File: src/rtl/ltc2344_pkg.sv
// Shared types, sizes and the SoftSpan result formatter for the LTC2344-16
// CMOS interface emulator.
package ltc2344_pkg;

  typedef enum logic [1:0] {
    IDLE    = 2'b00,
    CONVERT = 2'b01,
    HOLD    = 2'b10
  } state_t;

  localparam int NUM_LANES     = 4;
  localparam int RESULT_BITS   = 16;
  localparam int SOFTSPAN_BITS = 12;

  localparam logic [2:0]               SS_DISABLED    = 3'b000;
  localparam logic [2:0]               SS7            = 3'b111;
  localparam logic [SOFTSPAN_BITS-1:0] SOFTSPAN_RESET = 12'hFFF;

  // Odd codes are bipolar (two's complement), even nonzero codes unipolar.
  function automatic logic [RESULT_BITS-1:0] format_result(
    input logic [2:0]             code,
    input logic [RESULT_BITS-1:0] data
  );
    logic [RESULT_BITS-1:0] res;
    res = 16'h0000;
    if (code == SS_DISABLED) begin
      res = 16'h0000;
    end else if (code[0]) begin
      res = data;
    end else begin
      res = data ^ 16'h8000;
    end
    return res;
  endfunction

endpackage

File: src/rtl/ltc2344_cmos_emulator_if.sv
// Serial-side pins between the host ADC controller (master) and the
// emulated LTC2344 (slave).
interface ltc2344_cmos_emulator_if;
  import ltc2344_pkg::*;

  logic                 cnv;
  logic                 CS;
  logic                 SCKI;
  logic                 SDI;
  logic                 busy;
  logic [NUM_LANES-1:0] SDO;

  modport master (output cnv, CS, SCKI, SDI, input busy, SDO);
  modport slave  (input cnv, CS, SCKI, SDI, output busy, SDO);

endinterface

File: src/rtl/ltc2344_emu_sync.sv
// Multi-flop synchronizer for one asynchronous pin, with single-cycle
// rise/fall pulses derived from the synchronized level.
module ltc2344_emu_sync #(
  parameter int   STAGES    = 2,
  parameter logic RESET_VAL = 1'b0
) (
  input  logic sysClock,
  input  logic resetN,
  input  logic async_in,
  output logic level,
  output logic rise,
  output logic fall
);

  logic [STAGES-1:0] chain_r;
  logic              prev_r;

  always_ff @(posedge sysClock) begin
    if (!resetN) begin
      chain_r <= {STAGES{RESET_VAL}};
      prev_r  <= RESET_VAL;
    end else begin
      chain_r <= {chain_r[STAGES-2:0], async_in};
      prev_r  <= chain_r[STAGES-1];
    end
  end

  assign level = chain_r[STAGES-1];
  assign rise  = chain_r[STAGES-1] & ~prev_r;
  assign fall  = ~chain_r[STAGES-1] & prev_r;

endmodule

File: src/rtl/ltc2344_cmos_emulator.sv
// Device-side model of the LTC2344-16 CMOS serial interface.
// Define LTC2344_EMU_RAMP_EN to replace chanData0..3 with internal ramps.
module ltc2344_cmos_emulator
  import ltc2344_pkg::*;
#(
  parameter int CONV_CYCLES = 50,
  parameter int SYNC_STAGES = 2
) (
  input  logic                      sysClock,
  input  logic                      resetN,
  ltc2344_cmos_emulator_if.slave    bus,
  input  logic [RESULT_BITS-1:0]    chanData0,
  input  logic [RESULT_BITS-1:0]    chanData1,
  input  logic [RESULT_BITS-1:0]    chanData2,
  input  logic [RESULT_BITS-1:0]    chanData3,
  output logic [SOFTSPAN_BITS-1:0]  softspanOut,
  output logic [15:0]               convCount,
  output logic                      protoErr
);

  localparam logic [9:0] CONV_LOAD = 10'(CONV_CYCLES - 1);

  logic cnv_rise_s, cs_lvl_s, cs_rise_s, cs_fall_s, scki_rise_s, scki_fall_s, sdi_lvl_s;
  logic cnv_lvl_unused_s, cnv_fall_unused_s, scki_lvl_unused_s, sdi_rise_unused_s, sdi_fall_unused_s;

  ltc2344_emu_sync #(.STAGES(SYNC_STAGES), .RESET_VAL(1'b0)) u_sync_cnv (
    .sysClock(sysClock), .resetN(resetN), .async_in(bus.cnv),
    .level(cnv_lvl_unused_s), .rise(cnv_rise_s), .fall(cnv_fall_unused_s));
  ltc2344_emu_sync #(.STAGES(SYNC_STAGES), .RESET_VAL(1'b1)) u_sync_cs (
    .sysClock(sysClock), .resetN(resetN), .async_in(bus.CS),
    .level(cs_lvl_s), .rise(cs_rise_s), .fall(cs_fall_s));
  ltc2344_emu_sync #(.STAGES(SYNC_STAGES), .RESET_VAL(1'b0)) u_sync_scki (
    .sysClock(sysClock), .resetN(resetN), .async_in(bus.SCKI),
    .level(scki_lvl_unused_s), .rise(scki_rise_s), .fall(scki_fall_s));
  ltc2344_emu_sync #(.STAGES(SYNC_STAGES), .RESET_VAL(1'b0)) u_sync_sdi (
    .sysClock(sysClock), .resetN(resetN), .async_in(bus.SDI),
    .level(sdi_lvl_s), .rise(sdi_rise_unused_s), .fall(sdi_fall_unused_s));

  state_t                   state_r, state_next_s;
  logic                     busy_r;
  logic [9:0]               busy_cnt_r;
  logic [RESULT_BITS-1:0]   src_s    [NUM_LANES];
  logic [RESULT_BITS-1:0]   latch_r  [NUM_LANES];
  logic [RESULT_BITS-1:0]   result_r [NUM_LANES];
  logic [RESULT_BITS-1:0]   shift_r  [NUM_LANES];
  logic [SOFTSPAN_BITS-1:0] span_lat_r, softspan_r, cap_sr_r, cap_sr_next_s;
  logic [3:0]               cap_cnt_r, cap_cnt_next_s;
  logic [15:0]              conv_count_r;
  logic                     proto_err_r, rd_block_r, start_s, done_s, cap_en_s;
  logic [NUM_LANES-1:0]     sdo_s;

  assign start_s  = cnv_rise_s & cs_lvl_s & (state_r != CONVERT);
  assign done_s   = (state_r == CONVERT) & (busy_cnt_r == 10'd0);
  // A CS rise in the same cycle as an SCKI rise still counts as CS low for capture.
  assign cap_en_s = scki_rise_s & (~cs_lvl_s | cs_rise_s);

`ifdef LTC2344_EMU_RAMP_EN
  logic [RESULT_BITS-1:0] ramp_r [NUM_LANES];
  logic                   chan_unused_s;
  assign chan_unused_s = ^{chanData0, chanData1, chanData2, chanData3};

  always_ff @(posedge sysClock) begin
    for (int i = 0; i < NUM_LANES; i++) begin
      if (!resetN) begin
        ramp_r[i] <= 16'(i * 16384);
      end else if (start_s) begin
        ramp_r[i] <= ramp_r[i] + 16'd1;
      end
    end
  end

  always_comb begin
    for (int i = 0; i < NUM_LANES; i++) begin
      src_s[i] = ramp_r[i];
    end
  end
`else
  always_comb begin
    src_s[0] = chanData0;
    src_s[1] = chanData1;
    src_s[2] = chanData2;
    src_s[3] = chanData3;
  end
`endif

  always_ff @(posedge sysClock) begin
    if (!resetN) begin
      state_r <= IDLE;
    end else begin
      state_r <= state_next_s;
    end
  end

  always_comb begin
    state_next_s = state_r;
    case (state_r)
      IDLE:    state_next_s = start_s ? CONVERT : IDLE;
      CONVERT: state_next_s = done_s ? HOLD : CONVERT;
      HOLD:    state_next_s = start_s ? CONVERT : HOLD;
      default: state_next_s = IDLE;
    endcase
  end

  // Span word is latched with the data so a mid-conversion commit waits for the next start.
  always_ff @(posedge sysClock) begin
    if (!resetN) begin
      busy_r       <= 1'b0;
      busy_cnt_r   <= 10'd0;
      span_lat_r   <= SOFTSPAN_RESET;
      conv_count_r <= 16'd0;
      for (int i = 0; i < NUM_LANES; i++) begin
        latch_r[i]  <= 16'h0000;
        result_r[i] <= 16'h0000;
      end
    end else if (start_s) begin
      busy_r     <= 1'b1;
      busy_cnt_r <= CONV_LOAD;
      span_lat_r <= softspan_r;
      for (int i = 0; i < NUM_LANES; i++) begin
        latch_r[i] <= src_s[i];
      end
    end else if (done_s) begin
      busy_r       <= 1'b0;
      conv_count_r <= conv_count_r + 16'd1;
      for (int i = 0; i < NUM_LANES; i++) begin
        result_r[i] <= format_result(span_lat_r[3*i +: 3], latch_r[i]);
      end
    end else if (state_r == CONVERT) begin
      busy_cnt_r <= busy_cnt_r - 10'd1;
    end
  end

  always_ff @(posedge sysClock) begin
    if (!resetN) begin
      proto_err_r <= 1'b0;
    end else if ((cnv_rise_s & ((state_r == CONVERT) | ~cs_lvl_s)) |
                 (cs_fall_s & (state_r == CONVERT))) begin
      proto_err_r <= 1'b1;
    end
  end

  // Zero-fill shifting makes SDO fall to 0 on its own after the 16th bit.
  always_ff @(posedge sysClock) begin
    if (!resetN) begin
      rd_block_r <= 1'b0;
      for (int i = 0; i < NUM_LANES; i++) shift_r[i] <= 16'h0000;
    end else if (cs_rise_s) begin
      rd_block_r <= 1'b0;
      for (int i = 0; i < NUM_LANES; i++) shift_r[i] <= 16'h0000;
    end else if (cs_fall_s) begin
      rd_block_r <= (state_r == CONVERT);
      for (int i = 0; i < NUM_LANES; i++) begin
        shift_r[i] <= (state_r == CONVERT) ? 16'h0000 : result_r[i];
      end
    end else if (scki_fall_s & ~cs_lvl_s & ~rd_block_r & (state_r != CONVERT)) begin
      for (int i = 0; i < NUM_LANES; i++) shift_r[i] <= {shift_r[i][14:0], 1'b0};
    end
  end

  always_comb begin
    cap_sr_next_s  = cap_sr_r;
    cap_cnt_next_s = cap_cnt_r;
    if (cap_en_s && (cap_cnt_r < 4'd12)) begin
      cap_sr_next_s  = {cap_sr_r[10:0], sdi_lvl_s};
      cap_cnt_next_s = cap_cnt_r + 4'd1;
    end else begin
      cap_sr_next_s  = cap_sr_r;
      cap_cnt_next_s = cap_cnt_r;
    end
  end

  always_ff @(posedge sysClock) begin
    if (!resetN) begin
      softspan_r <= SOFTSPAN_RESET;
      cap_sr_r   <= 12'h000;
      cap_cnt_r  <= 4'd0;
    end else if (cs_rise_s) begin
      if (cap_cnt_next_s >= 4'd12) softspan_r <= cap_sr_next_s;
      cap_sr_r  <= 12'h000;
      cap_cnt_r <= 4'd0;
    end else begin
      cap_sr_r  <= cap_sr_next_s;
      cap_cnt_r <= cap_cnt_next_s;
    end
  end

  always_comb begin
    sdo_s = 4'b0000;
    for (int i = 0; i < NUM_LANES; i++) sdo_s[i] = shift_r[i][15];
  end

  assign bus.busy    = busy_r;
  assign bus.SDO     = sdo_s;
  assign softspanOut = softspan_r;
  assign convCount   = conv_count_r;
  assign protoErr    = proto_err_r;

endmodule

File: src/flat_wrapper.sv
// flat-port wrapper written by rule: the top's interface ports become plain ports
module ltc2344_cmos_emulator_flat import ltc2344_pkg::*;
#(
  parameter int CONV_CYCLES = 50,
  parameter int SYNC_STAGES = 2
)
  (sysClock, resetN, chanData0, chanData1, chanData2, chanData3, softspanOut, convCount, protoErr, bus_cnv, bus_CS, bus_SCKI, bus_SDI, bus_busy, bus_SDO);
  ltc2344_cmos_emulator_if bus_i ();
  input  logic sysClock;
  input  logic resetN;
  input  logic [RESULT_BITS-1:0] chanData0;
  input  logic [RESULT_BITS-1:0] chanData1;
  input  logic [RESULT_BITS-1:0] chanData2;
  input  logic [RESULT_BITS-1:0] chanData3;
  output logic [SOFTSPAN_BITS-1:0] softspanOut;
  output logic [15:0] convCount;
  output logic protoErr;
  input wire logic [$bits(bus_i.cnv)-1:0] bus_cnv;
  input wire logic [$bits(bus_i.CS)-1:0] bus_CS;
  input wire logic [$bits(bus_i.SCKI)-1:0] bus_SCKI;
  input wire logic [$bits(bus_i.SDI)-1:0] bus_SDI;
  output wire logic [$bits(bus_i.busy)-1:0] bus_busy;
  output wire logic [$bits(bus_i.SDO)-1:0] bus_SDO;
  assign bus_i.cnv = bus_cnv;
  assign bus_i.CS = bus_CS;
  assign bus_i.SCKI = bus_SCKI;
  assign bus_i.SDI = bus_SDI;
  assign bus_busy = bus_i.busy;
  assign bus_SDO = bus_i.SDO;
  ltc2344_cmos_emulator #(.CONV_CYCLES(CONV_CYCLES), .SYNC_STAGES(SYNC_STAGES)) u_core (.sysClock(sysClock), .resetN(resetN), .bus(bus_i), .chanData0(chanData0), .chanData1(chanData1), .chanData2(chanData2), .chanData3(chanData3), .softspanOut(softspanOut), .convCount(convCount), .protoErr(protoErr));
endmodule
File: config.mk
export PLATFORM = sky130hd
export DESIGN_NAME = ltc2344_cmos_emulator_flat
export DESIGN_NICKNAME = d
export VERILOG_FILES = /design/src/rtl/ltc2344_pkg.sv /design/src/rtl/ltc2344_cmos_emulator_if.sv /design/src/rtl/ltc2344_emu_sync.sv /design/src/rtl/ltc2344_cmos_emulator.sv /design/src/flat_wrapper.sv
export SDC_FILE = /design/constraint.sdc
export NUM_CORES = 1
export LEC_CHECK = 0
export ABC_AREA = 1
export CORE_MARGIN = 1
export CORE_UTILIZATION = 51
export DETAILED_ROUTE_END_ITERATION = 6
export PLACE_DENSITY = 0.81
export SLEW_MARGIN = 10
export SYNTH_ARGS = -nofsm -noshare
export SYNTH_HDL_FRONTEND = slang
export SYNTH_HIERARCHICAL = 1
export SYNTH_SLANG_ARGS = --single-unit
File: constraint.sdc
create_clock -name sysClock -period 3.75 [get_ports sysClock]
set_clock_uncertainty 0.2 [all_clocks]
set_input_delay 0.375 -clock sysClock [delete_from_list [all_inputs] [get_ports sysClock]]
set_output_delay 0.375 -clock sysClock [all_outputs]
set_load 0.05 [all_outputs]
Figure 1. Cell sizes after repair (run 1).
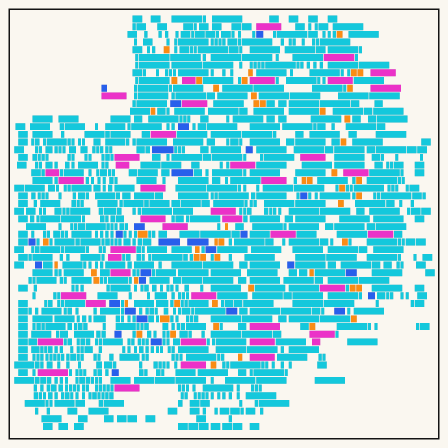
| color | size | cells |
|---|---|---|
| blue | _3 and _4 cells | 29 |
| orange | _2 cells | 53 |
| magenta | _6 and larger | 42 |
| cyan | _0 and _1 cells | 1,073 |
Non-Clock Buffer Count: 113
min setup slack post-route: 1.01 ns
area delta synth->final: 19.6%

Figure 2. Ports around the boundary (run 1).
Bar = 50 µm. Pins as bars across the die edge, other pins in gray.
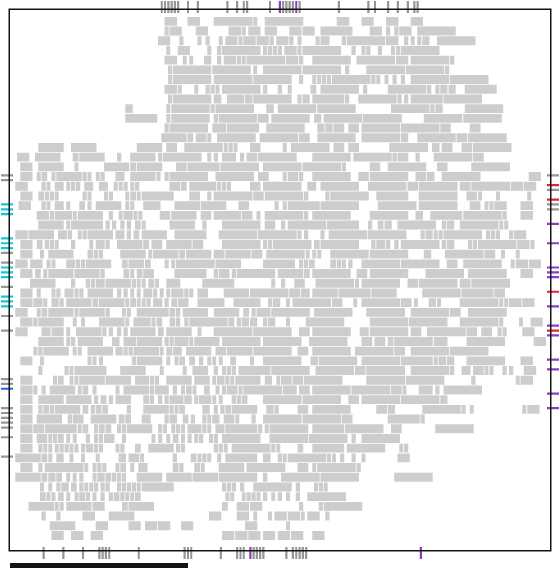
| color | port | pins | direction | edge |
|---|---|---|---|---|
| purple | chanData0 | 16 | input | 12 right, 2 top, 2 bottom |
| red | bus_SDO | 4 | output | right |
| blue | bus_CS | 1 | input | left |
| cyan | softspanOut | 12 | output | left |
die width: 151 µm
Die Height: 151 µm
number of port buffers: 103

==> results_dict.tcl, run 1 <==
# flow metrics
set metrics [dict create \
    endpoint_kind "flop" \
    n_clock_buffer 36 \
    path_clk_slew_ns 0.06 \
    layout.nonclk_buf_share_pct 8.21 \
    cts_resized 0 \
    rsz0062_at_grt "false" \
    seq_cells 274 \
    pg_clk_mw 2.93 \
    critical_path.top_delay_family "buffers and inverters" \
    crit_arrival_ns 2.92 \
    syn_nets 1146 \
    tightest_slew_ns 1.06 \
    finish.utilization_pct 62.2 \
    seq_area_um2 7380 \
    crit_required_ns 3.93 \
    drt-initial-drc-count 370 \
    highest_layer "met4" \
    wl_um 21600 \
    grt-busiest-layer "met2" \
    intPower_mw 5.32 \
    biggestCellCategory "registers" \
    p_per_area_nw_per_um2 493 \
    rrSetupSlack_ns 1.01 \
    dp_hpwl_um 13800 \
    top_regs "u_core/latch_r: 64 flops, u_core/result_r: 64 flops, u_core/shift_r: 64 flops" \
    grtUsageTotal_pct 19.3 \
    taps 280 \
    holdBufCountCts 0 \
    routabilityCongestion 0.837 \
    powerSeq_mw 3.42 \
    overflow 0 \
    chipArea_um2 22900 \
    coreArea_um2 21900 \
    grt_antenna_before_repair 0 \
    drive_gt1_share_pct 10.4 \
    maxSlewHeadroom_pct 29.6 \
    clock.fmax_ghz 0.366 \
    fin_cells 1477 \
    r2r_end "u_core/shift_r[1][3]$_DFFE_PP_" \
    netlist_instances 1072 \
    post_drt_wl_per_cell_um 14.7 \
    largestPowerGroup "registers" \
    irDropWorstVdd_mv 0.329 \
    power_frac_clock_pct 43.6 \
    preCtsSetupSlack_ns 0.720 \
    path_buffers 4 \
    swShare_pct 20.8 \
    setup_viol 0 \
    crit_cells 9 \
    critPathMaxFanout 29 \
    nets 1249 \
    cp-startpoint "u_core/u_sync_cs/chain_r[1]$_SDFF_PN1_" \
    logic_area_um2 2990 \
    cts_tree "done" \
    drv_slew 0 \
    use_met2_pct 32.0 \
    crit_chain "inv_1 > nor2_1 > inv_1 > nand2_2 > nor2_4 > nand3_2 > inv_2 > buf_4 > a22o_1" \
    finalPower_mw 6.72 \
    n_all_inverters 207 \
    numCtsBuffers 28 \
    postCtsSetupBuffers 0 \
    min_from "bus_cnv" \
    routed-wl-met3_um 1170 \
    cap_violations 0 \
    grt_max_degree 83 \
    final_common_cell "inv_1" \
    fin_tns_setup_ns 0 \
    syn-cell-area_um2 11400 \
    wl_met2_um 10500 \
    io_pins 104 \
    power_frac_comb_pct 5.4 \
    fillers 1687 \
    log.warning_count 27 \
    comb_share_pct 22.0 \
    r2r-start "u_core/u_sync_cs/chain_r[1]$_SDFF_PN1_" \
    leakagePower_nw 5.64 \
    status "finished clean" \
    yosysWarnings 6 \
    min_path_cells 3 \
    num-multi-input-gates 551 \
    rows 54 \
    place_inst 1425 \
    cp_slowest_cell "inv_2" \
    hold_viol_final 0 \
    initial_core_util_pct 52.0 \
    crit_type "flop to flop" \
    startpoint_type "flop" \
    cts-root-buf "clkbuf_16" \
    timing.final.crit_share_pct 72.9 \
]
Figure 3. Layout detail (run 1).
Region (104, 104) to (124, 124) µm. Cells in gray, sequential cells in the stronger gray; small squares are vias.
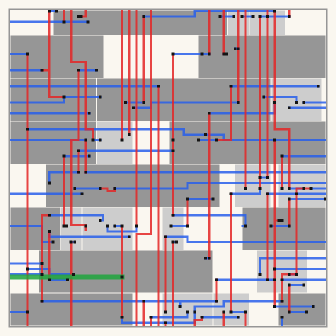
| color | layer |
|---|---|
| blue | metal 1 |
| green | metal 3 |
| red | metal 2 |
most frequent: edfxtp_1 (8), a22o_1 (5), nor2_2 (4)
netlist names of flops here include: u_core/shift_r (4), u_core/latch_r (2), u_core/result_r (2)
cells with their middle in the window: 20
sequential cells in the window: 8

Figure 4. Cell density map (run 1).
The die is cut into 15 by 15 equal tiles; white is low, dark blue is high, 0 to 100% covered.
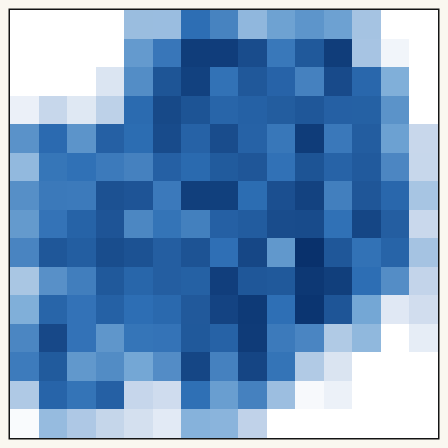

==> run 2, diff against run 1 <==
--- a/config.mk
+++ b/config.mk
@@ -9,7 +9,7 @@
 export CORE_MARGIN = 1
 export CORE_UTILIZATION = 51
 export DETAILED_ROUTE_END_ITERATION = 6
-export PLACE_DENSITY = 0.81
+export PLACE_DENSITY = 0.84
 export SLEW_MARGIN = 10
 export SYNTH_ARGS = -nofsm -noshare
 export SYNTH_HDL_FRONTEND = slang
==> constraint.sdc (replaced) <==
create_clock -name sysClock -period 2.3 [get_ports sysClock]
set_clock_uncertainty 0.2 [all_clocks]
set_input_delay 0.23 -clock sysClock [delete_from_list [all_inputs] [get_ports sysClock]]
set_output_delay 0.23 -clock sysClock [all_outputs]
set_load 0.05 [all_outputs]
Figure 5. Cell density map (run 2).
The die is cut into 15 by 15 equal tiles; white is low, dark blue is high, 0 to 100% covered.
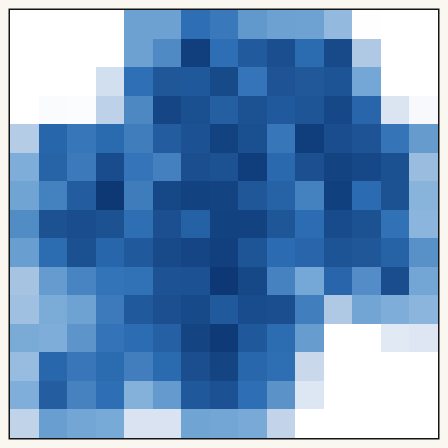
emptiest ninth of the die: bottom right
mean over tiles: 59%
fullest tile: 97%
tiles over 75% full: 44%
nearly empty tiles: 15%
Final Core Density: 63.3%
Starting Density: 52.0%

==> results_dict.tcl, run 2 <==
# flow metrics
set metrics [dict create \
    status "finished clean" \
    p_per_area_nw_per_um2 778 \
    cp_slowest_cell "clkdlybuf4s50_1" \
    wl_met2_um 11100 \
    swShare_pct 21.7 \
    buffers 129 \
    rrSetupSlack_ns 0.10 \
    dp_hpwl_um 14400 \
    fp.dieH_um 151 \
    r2r-start "u_core/busy_cnt_r[0]$_SDFFE_PN0P_" \
    timing.final.crit_share_pct 97.6 \
    comb_share_pct 22.0 \
    power_frac_clock_pct 41.9 \
    power_frac_comb_pct 6.4 \
    taps 280 \
    use_met2_pct 32.3 \
    syn_nets 1146 \
    routed-wl-met3_um 1510 \
    cts_resized 0 \
    powerSeq_mw 5.58 \
    endpoint_kind "primary output" \
    layout.nonclk_buf_share_pct 9.95 \
    intPower_mw 8.45 \
    crit_required_ns 1.87 \
    grt_max_degree 64 \
    tightest_slew_ns 1.09 \
    drive_gt1_share_pct 11.9 \
    clock.fmax_ghz 0.446 \
    critPathMaxFanout 6 \
    overflow 0 \
    n_all_inverters 207 \
    largestPowerGroup "registers" \
    grt_antenna_before_repair 0 \
    log.warning_count 27 \
    crit_type "flop to primary output" \
    final_common_cell "inv_1" \
    crit_cells 1 \
    min_path_cells 3 \
    drv_slew 0 \
    syn_to_final_growth_pct 21.7 \
    yosysWarnings 6 \
    cap_violations 0 \
    top_regs "u_core/latch_r: 64 flops, u_core/result_r: 64 flops, u_core/shift_r: 64 flops" \
    post_drt_wl_per_cell_um 15.5 \
    netlist_instances 1072 \
    grt-busiest-layer "met2" \
    crit_arrival_ns 1.81 \
    path_clk_slew_ns 0.06 \
    logic_area_um2 3050 \
    fin_tns_setup_ns 0 \
    min_from "bus_SDI" \
    maxSlewHeadroom_pct 27.1 \
    r2r_end "u_core/result_r[2][10]$_SDFFCE_PP0P_" \
    cp-startpoint "u_core/convCount[8]$_SDFFE_PN0P_" \
    nets 1267 \
    die-width_um 151 \
    fillers 1639 \
    critical_path.top_delay_family "buffers and inverters" \
    io_pins 104 \
    finalPower_mw 10.8 \
    seq_cells 274 \
    setup_viol 0 \
    path_buffers 1 \
    coreArea_um2 21900 \
    portBuffers 103 \
]
Figure 6. Layout detail (run 2).
Region (104, 104) to (124, 124) µm. Cells in gray, sequential cells in the stronger gray; small squares are vias.
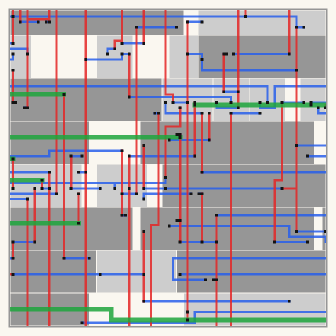
| color | layer |
|---|---|
| red | metal 2 |
| blue | metal 1 |
| green | metal 3 |
sequential cells in the window: 8
netlist names of flops here include: u_core/shift_r (5), u_core/result_r (3)
cells with their middle in the window: 20
most frequent: edfxtp_1 (8), a22o_1 (3), nor2_2 (3)

